==> config.mk <==
export PLATFORM = sky130hd
export DESIGN_NAME = strip_scan_sequencer
export DESIGN_NICKNAME = d
export VERILOG_FILES = /design/src/rtl/strip_scan_sequencer.sv
export SDC_FILE = /design/constraint.sdc
export NUM_CORES = 1
export LEC_CHECK = 0
export CAP_MARGIN = 20
export CORE_ASPECT_RATIO = 0.5
export CORE_MARGIN = 2
export CORE_UTILIZATION = 35
export CTS_BUF_LIST = sky130_fd_sc_hd__clkbuf_4
export CTS_CLUSTER_SIZE = 20
export DETAILED_ROUTE_END_ITERATION = 7
export PLACE_DENSITY_LB_ADDON = 0.15
export SYNTH_ARGS = -nofsm -noshare
export SYNTH_HDL_FRONTEND = slang
export SYNTH_SLANG_ARGS = --single-unit
==> constraint.sdc <==
create_clock -name clk -period 4.3 [get_ports clk]
set_input_delay 1.075 -clock clk [delete_from_list [all_inputs] [get_ports clk]]
set_output_delay 1.075 -clock clk [all_outputs]
set_load 0.1 [all_outputs]
==> src/rtl/strip_scan_sequencer.sv <==
// Strip scan sequencer: steps the pulse mux across a strip range, fires npulses per strip
// and records a per-strip fail mask. Optional macro SEQ_STOP_ON_FAIL_EN ends the scan at the first failure.
module strip_scan_sequencer #(
  parameter int NSTRIP         = 16,
  parameter int SETTLE_CYCLES  = 64,
  parameter int READOUT_CYCLES = 8,
  parameter int TIMEOUT_CYCLES = 1023,
  localparam int SW            = $clog2(NSTRIP)
) (
  input  logic              clk,
  input  logic              reset,
  input  logic              start,
  input  logic              abort,
  input  logic [SW-1:0]     strip_first,
  input  logic [SW-1:0]     strip_last,
  input  logic [15:0]       npulses,
  input  logic              pulser_ready,
  output logic              fire_pulse,
  input  logic [31:0]       halfstrips,
  input  logic [31:0]       halfstrips_expect,
  input  logic              compout,
  input  logic              compout_expect,
  output logic [NSTRIP-1:0] mux_sel,
  output logic              errcnt_rst,
  output logic              busy,
  output logic              done,
  output logic [SW-1:0]     cur_strip,
  output logic [NSTRIP-1:0] fail_mask,
  output logic              timeout_err,
  output logic [3:0]        dbg_state
);

  localparam int CW = $clog2(TIMEOUT_CYCLES + 1);

`ifdef SEQ_STOP_ON_FAIL_EN
  localparam bit STOP_ON_FAIL = 1'b1;
`else
  localparam bit STOP_ON_FAIL = 1'b0;
`endif

  typedef enum logic [3:0] {
    S_IDLE    = 4'd0,
    S_SELECT  = 4'd1,
    S_SETTLE  = 4'd2,
    S_ARM     = 4'd3,
    S_FIRE    = 4'd4,
    S_READOUT = 4'd5,
    S_CHECK   = 4'd6,
    S_NEXT    = 4'd7,
    S_DONE    = 4'd8
  } state_t;

  state_t        state_q, state_d;
  logic [CW-1:0] cnt_q;
  logic [15:0]   pcnt_q, np_q, pcnt_inc;
  logic [SW-1:0] cur_q, last_q;
  logic          mismatch, arm_tmo, aborting;

  assign mismatch = (halfstrips != halfstrips_expect) || (compout != compout_expect);
  assign arm_tmo  = (cnt_q == CW'(TIMEOUT_CYCLES - 1));
  assign pcnt_inc = pcnt_q + 16'd1;
  assign aborting = abort && (state_q != S_IDLE);

  // Pulser handshake: pulser_ready is a level "idle/armed" indication sampled in ARM;
  // the cycle after it is seen high, fire_pulse is driven for exactly one clock.
  always_comb begin
    state_d = state_q;
    if (aborting) begin
      state_d = S_IDLE;
    end else begin
      case (state_q)
        S_IDLE:    if (start) state_d = (strip_first > strip_last) ? S_DONE : S_SELECT;
        S_SELECT:  state_d = S_SETTLE;
        S_SETTLE:  if (cnt_q == CW'(SETTLE_CYCLES - 1)) state_d = (np_q == '0) ? S_NEXT : S_ARM;
        S_ARM: begin
          if (pulser_ready)  state_d = S_FIRE;
          else if (arm_tmo)  state_d = STOP_ON_FAIL ? S_DONE : S_NEXT;
        end
        S_FIRE:    state_d = S_READOUT;
        S_READOUT: if (cnt_q == CW'(READOUT_CYCLES - 1)) state_d = S_CHECK;
        S_CHECK: begin
          if (STOP_ON_FAIL && mismatch) state_d = S_DONE;
          else if (pcnt_inc < np_q)     state_d = S_ARM;
          else                          state_d = S_NEXT;
        end
        S_NEXT:    state_d = (cur_q == last_q) ? S_DONE : S_SELECT;
        S_DONE:    state_d = S_IDLE;
        default:   state_d = S_IDLE;
      endcase
    end
  end

  always_ff @(posedge clk or posedge reset) begin
    if (reset) state_q <= S_IDLE;
    else       state_q <= state_d;
  end

  always_ff @(posedge clk or posedge reset) begin
    if (reset) begin
      cnt_q       <= '0;
      pcnt_q      <= '0;
      np_q        <= '0;
      cur_q       <= '0;
      last_q      <= '0;
      fail_mask   <= '0;
      timeout_err <= 1'b0;
      errcnt_rst  <= 1'b0;
    end else begin
      errcnt_rst <= 1'b0;
      // One shared cycle counter, restarted on every state change.
      if (state_d != state_q || state_q == S_IDLE) cnt_q <= '0;
      else                                          cnt_q <= cnt_q + CW'(1);
      if (!aborting) begin
        case (state_q)
          S_IDLE: if (start) begin
            cur_q       <= strip_first;
            last_q      <= strip_last;
            np_q        <= npulses;
            fail_mask   <= '0;
            timeout_err <= 1'b0;
            errcnt_rst  <= 1'b1;
          end
          S_SELECT: pcnt_q <= '0;
          S_ARM: if (!pulser_ready && arm_tmo) begin
            timeout_err      <= 1'b1;
            fail_mask[cur_q] <= 1'b1;
          end
          S_CHECK: begin
            if (mismatch) fail_mask[cur_q] <= 1'b1;
            pcnt_q <= pcnt_inc;
          end
          S_NEXT: if (cur_q != last_q) cur_q <= cur_q + SW'(1);
          default: ;
        endcase
      end
    end
  end

  assign fire_pulse = (state_q == S_FIRE);
  assign done       = (state_q == S_DONE);
  assign busy       = (state_q != S_IDLE) && (state_q != S_DONE);
  assign mux_sel    = busy ? ({{(NSTRIP-1){1'b0}}, 1'b1} << cur_q) : '0;
  assign cur_strip  = cur_q;
  assign dbg_state  = state_q;

endmodule

### Metal 1, run 1

Drawn at 3 px/µm.
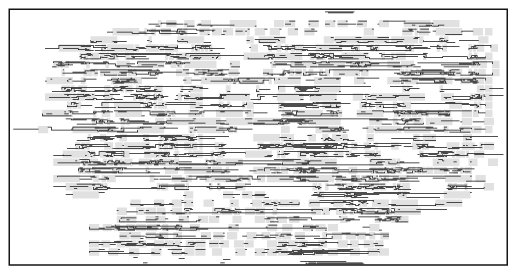
703 nets have wire on it. The layer holds 50% of the routed length. The wires run mostly horizontal. The longest straight run is 48.8 µm.
routing usage on met1: 27.6%
Final Routed Wirelength: 12500 µm
detailed-route via count: 4150

### M2 wires, run 1

Drawn at 4 px/µm.
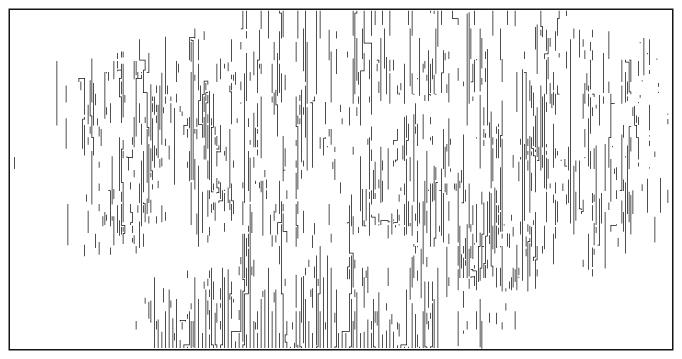
The wires run mostly vertical. 630 nets have wire on it. The layer carries 5540 µm of wire. The longest straight run is 52.7 µm.

==> reports/metrics.cfg, run 1 <==
[layout]
fraction_of_layout_cells_with_a_size_suffix_above_1_pct = 8.85
final_cell_count_no_fill = 838
layout.area.comb_mm2 = 0.00257
seq_area_mm2 = 0.00180
postLayoutCoreUtil_pct = 49.4
nMultiInputCombCells = 400
comb_area_share_pct = 41.0
final-nonclk-buf-share_pct = 22.4
final.signal_buffer_count = 147
antenna-diode-count = 1
seq_cells = 72
fillerInstances = 1238
layout.nets = 785
seq_area_share_pct = 28.7
final_design_area_no_fill_mm2 = 0.00627

[synth]
synth-edff-count = 0
syn-num-nets = 644
largest_area_cell = dfrtp_1
async_flop_share_pct = 100
synth.yosys.warnings = 0
mapped_avg_cell_area_um2 = 8.76
top_cell_area_share_pct = 39.5
synth.comb.largest_family = simple AND/OR/NAND/NOR gates
synth-main-ff-cell = dfrtp_1
synth.ff_latch_count = 72
synth.cellmix.simpleShare_pct = 22.9
top_cell = dfrtp_1
aoi_share_pct = 13.1
muxShareOfSynthArea_pct = 0.521
syn-instance-count = 521
synth.distinct_cells = 55

[setup_path]
crit_chain = ha_1, and3_1, and4_1, and3_1, and3_1, xor2_1, ha_1, nand4_1, nor3_1, a32oi_1, a31oi_1, a21o_1, xor2_2, nor4_1
rrSetupSlack_ns = 0.59
path_common_cell = and3_1
cp_data_required_time_ns = 4.58
path_buffers = 0
reg2reg_to = cnt_q[6]$_DFF_PP0_
critical_path_arrival_ns = 3.99
critical_path.slowest_cell = dfrtp_1
timing.critical_path.slowest_cell_delay_ns = 0.44
critPathLaunchType = register
endpoint_kind = register

[clock_network]
total_cts_buffers = 9
tritoncts_num_sinks = 72
cts_setup_buffers = 0
cts_tree = built
h-tree-depth = 3
post_cts_resize_count = 0
cts_max_path_buffers = 2
insertion_delay_ns = 0.41

[final_timing]
fin_setup_tns_ns = 0
worst_clock_skew_ns = 0.00940
drv_slew = 0
setup_viol_count_final = 0
whs_ns = 0.506
tightest_slew_ns = 0.985
final.period_utilization_pct = 86.4

[drt]
detailed_routed_wire_length_on_met3_um = 619
antenna_violating_nets_left = 0
maxUsedRoutingLayer = met4
routed_length_per_placed_instance_um = 14.9

[floorplan]
boundaryPins = 140
die_area_mm2 = 0.0140
floorplan.tapcells = 170
core_util_floorplan_pct = 36.0
core-area_mm2 = 0.0127

[worst_hold_path]
min-delay-start = fail_mask[8]$_DFFE_PP0P_
timing.hold.worst_path_depth = 2
hold-path-endpoint = fail_mask[8]$_DFFE_PP0P_
min-delay-path-class = register to register

[global_routing]
grt_util_all_layers_pct = 18.7
grt_pass1_wl_um = 20400
antenna_found_initial = 1
groute.layer.met2.usage_pct = 28.3
grt_util_met3_pct = 4.40
pin_count_of_the_biggest_net_entering_global_routing = 50

[power]
p_per_area_mw_per_mm2 = 576
power.leakage_nw = 2.83

[placement]
place_worst_setup_slack_ns = 0.605
gp_routability_congestion = 0.815
place_area_mm2 = 0.00611

[flow_run]
log.warning_count = 31
cap_violations = 0

[status]
outcome = completed

### Met3 routing, run 1

Drawn at 2 px/µm.
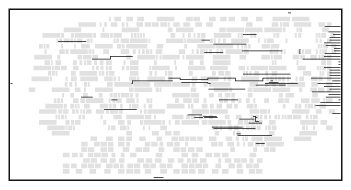
The longest straight run is 23.5 µm. 57 nets have wire on it.

==> run 1: worst max path at each step <==
stage | to | depth (start not counted) | startpoint
final | cnt_q[6]$_DFF_PP0_ | 14 | pcnt_q[0]$_DFFE_PP0P_
after global routing | cnt_q[3]$_DFF_PP0_ | 14 | pcnt_q[0]$_DFFE_PP0P_
after CTS | cnt_q[3]$_DFF_PP0_ | 14 | pcnt_q[0]$_DFFE_PP0P_
after detailed placement | cnt_q[3]$_DFF_PP0_ | 14 | pcnt_q[0]$_DFFE_PP0P_
after global placement | cnt_q[8]$_DFF_PP0_ | 14 | pcnt_q[0]$_DFFE_PP0P_
after floorplan | mux_sel[10] | 5 | dbg_state[0]$_DFF_PP0_
==> run 1: cell usage in the layout, fill, tap and decap left out, drive strengths merged, types with 2 or more instances in the layout <==
cell,Yosys,routed
a21o,4,4
a21oi,37,37
a22o,4,4
a31oi,2,2
and3,6,6
and4,6,6
buf,8,27
bufinv,0,2
clkbuf,9,12
clkdlybuf4s50,0,120
clkinv,0,2
dfrtp,72,72
ha,28,28
inv,32,32
mux2i,2,2
nand2,59,59
nand2b,3,3
nand3,16,16
nand4,10,10
nor2,51,51
nor2b,3,3
nor3,11,11
nor4,28,28
o21ai,42,42
o22ai,4,4
o31ai,3,3
or2,4,4
or3,2,2
xnor2,10,10
xor2,50,50
==> run 1: report_power, final <==
group / leakage (nW) / internal (mW) / switching, mW / total [mW]
clock network: 0.0890 / 0.253 / 0.231 / 0.484
registers: 0.958 / 0.858 / 0.187 / 1.05
logic: 1.78 / 0.582 / 1.50 / 2.09
total: 2.83 / 1.69 / 1.92 / 3.61
==> run 1: registers in the layout, summed over array words and instances (netlist names) <==
name and cells:
np_q 16, pcnt_q 16, timeout_err 1, fail_mask 16
cur_strip 4, last_q 4, errcnt_rst 1, dbg_state 4
cnt_q 10
### I/O pins on the die edge, run 1

Drawn at 4 px/µm. Pins as bars across the die edge, other pins in grey.
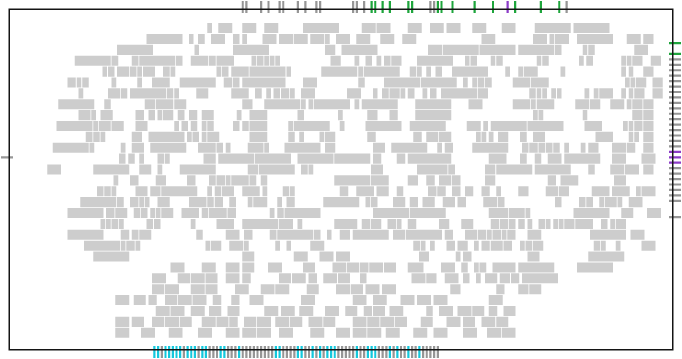

==> run 2, diff against run 1 <==
--- a/config.mk
+++ b/config.mk
@@ -12,6 +12,7 @@
 export CTS_BUF_LIST = sky130_fd_sc_hd__clkbuf_4
 export CTS_CLUSTER_SIZE = 20
 export DETAILED_ROUTE_END_ITERATION = 7
+export MAX_ROUTING_LAYER = met4
 export PLACE_DENSITY_LB_ADDON = 0.15
 export SYNTH_ARGS = -nofsm -noshare
 export SYNTH_HDL_FRONTEND = slang
### I/O pins on the die edge, run 2

Drawn at 4 px/µm. Pins as bars across the die edge, other pins in grey.
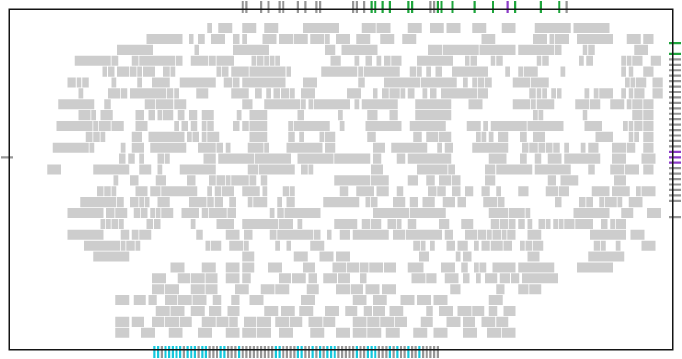
Key: cyan = halfstrips [pins 32, direction input, edge south]; green = fail_mask [pins 16, direction output, edge 14 north, 2 east]; purple = cur_strip [pins 4, direction output, edge 3 east, 1 north]
count of buffers from port buffering: 139
vertical extent of the die: 84.8 µm
die width: 166 µm

==> run 2 against run 1 <==
  * Combinational power about the same
  * Global-route usage rose by 0.57 points
  * Clock-buffer cell count did not move
  * Final cell count shrank 0.12%
  * Register-to-register slack got worse by 0.05 ns
  * Critical path depth unchanged
  * Clock skew is 0.0018 ns lower
  * Sequential cell count did not move
  * Clock power is essentially flat
  * Wire length rose by 0.22%
  * Critical path type unchanged
  * Critical endpoint unchanged
  * Largest cell class unchanged
==> reports/metrics.cfg, run 2 <==
[status]
outcome = completed

[global_routing]
grt_util_all_layers_pct = 19.2  ; +0.57 points

[clock_network]
h-tree-depth = 3  ; unchanged
cts_max_path_buffers = 2  ; unchanged
post_cts_resize_count = 0  ; unchanged

[floorplan]
core-area_mm2 = 0.0127  ; unchanged
die_area_mm2 = 0.0140  ; unchanged

[synth]
synth.ff_latch_count = 72  ; unchanged
top_cell_area_share_pct = 39.5  ; unchanged
syn-num-nets = 644  ; unchanged
top_cell = dfrtp_1

[layout]
fillerInstances = 1240  ; +0.16%
antenna-diode-count = 0  ; -1
layout_top_cells = clkdlybuf4s50_1, dfrtp_1, nand2_1
layout.area.comb_mm2 = 0.00257  ; unchanged
fraction_of_layout_cells_with_a_size_suffix_above_1_pct = 8.85  ; unchanged

[power]
netSwitchingPower_mw = 1.93  ; +0.35%

[placement]
gp_routability_congestion = 0.827  ; +1.5%
place_worst_setup_slack_ns = 0.605  ; unchanged
place_area_mm2 = 0.00611  ; unchanged

[final_timing]
setup_viol_count_final = 0  ; unchanged
drv_slew = 0  ; unchanged
fin_setup_tns_ns = 0  ; unchanged

[worst_hold_path]
min-delay-path-class = register to register

[setup_path]
path_common_cell = and3_1
reg2reg_to = cnt_q[6]$_DFF_PP0_
endpoint_kind = register
path_buffers = 0  ; unchanged
crit_chain = ha_1, and3_1, and4_1, and3_1, and3_1, xor2_1, ha_1, nand4_1, nor3_1, a32oi_1, a31oi_1, a21o_1, xor2_2, nor4_1
critical_path.slowest_cell = dfrtp_1
critical_path_arrival_ns = 4.04  ; +0.05 ns
timing.critical_path.from = pcnt_q[0]$_DFFE_PP0P_

[drt]
antenna_violating_nets_left = 0  ; unchanged
finalWirelength_um = 12500  ; +0.22%
routed_length_per_placed_instance_um = 14.9  ; +0.34%

### Metal 1, run 2

Drawn at 3 px/µm.
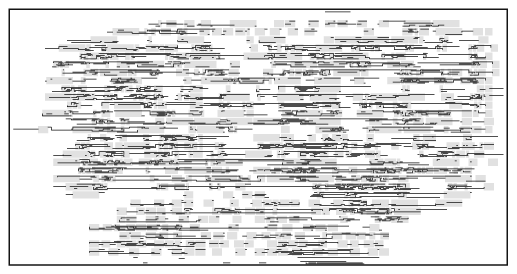
698 nets have wire on it. The wires run mostly horizontal. The layer holds 50% of the routed length.

-- run 2: cell counts after synthesis --
Identical to the previous run, type by type.
-- run 2: cells by family (layout without fill, tap and decap cells) --
logic type | Yosys count | in the layout | share of synthesized area [%]
adders and majority gates | 28 | 28 | 7.67
muxes | 2 | 2 | 0.521
AOI/OAI and AO/OA | 103 | 103 | 13.1
and+or+nand+nor | 207 | 207 | 22.9
DFF | 72 | 72 | 39.5
xor gates and xnor gates | 60 | 60 | 11.7
buffers and inverters | 49 | 195 | 4.63
-- run 2: final cells by class --
| class | instances | area share [%] |
|---|---|---|
| Tap cell | 170 | 3.39 |
| Timing Repair Buffer | 147 | 22.4 |
| Clock buffer | 12 | 1.44 |
| Clock inverter | 4 | 1.10 |
| Inverter | 32 | 1.92 |
| Multi-Input combinational cell | 400 | 41.0 |
| Sequential cell | 72 | 28.7 |
-- run 2: worst min-delay path, delay by kind of cell, from the launching register on --
family	cells	cell delay [ns]
AND-OR/OR-AND	1	0.04
AND/OR/NAND/NOR	1	0.07
flip-flops	1	0.36
-- run 2: power groups by stage --
| stage | logic (mW) | registers [mW] | clock network (mW) |
|---|---|---|---|
| after detailed placement | 2.09 | 1.06 | 0 |
| final | 2.09 | 1.05 | 0.487 |
| after global placement | 2.09 | 1.06 | 0 |
| after floorplan | 1.07 | 1.52 | 0 |
| after global routing | 2.25 | 1.08 | 0.530 |
| after CTS | 2.10 | 1.05 | 0.505 |
-- run 2: per-layer routing --
layer | vias to the layer above | wire length [µm] | GRT usage [%]
met1 | 1933 | 6300 | 27.5
met4 | 0 | 88 | 2.82
li1 | 2097 | - | -
met2 | 99 | 5510 | 28.3
met5 | - | 0 | -
met3 | 9 | 584 | 4.35
Power figures rest on the tool's default switching activity, not on a simulated workload.
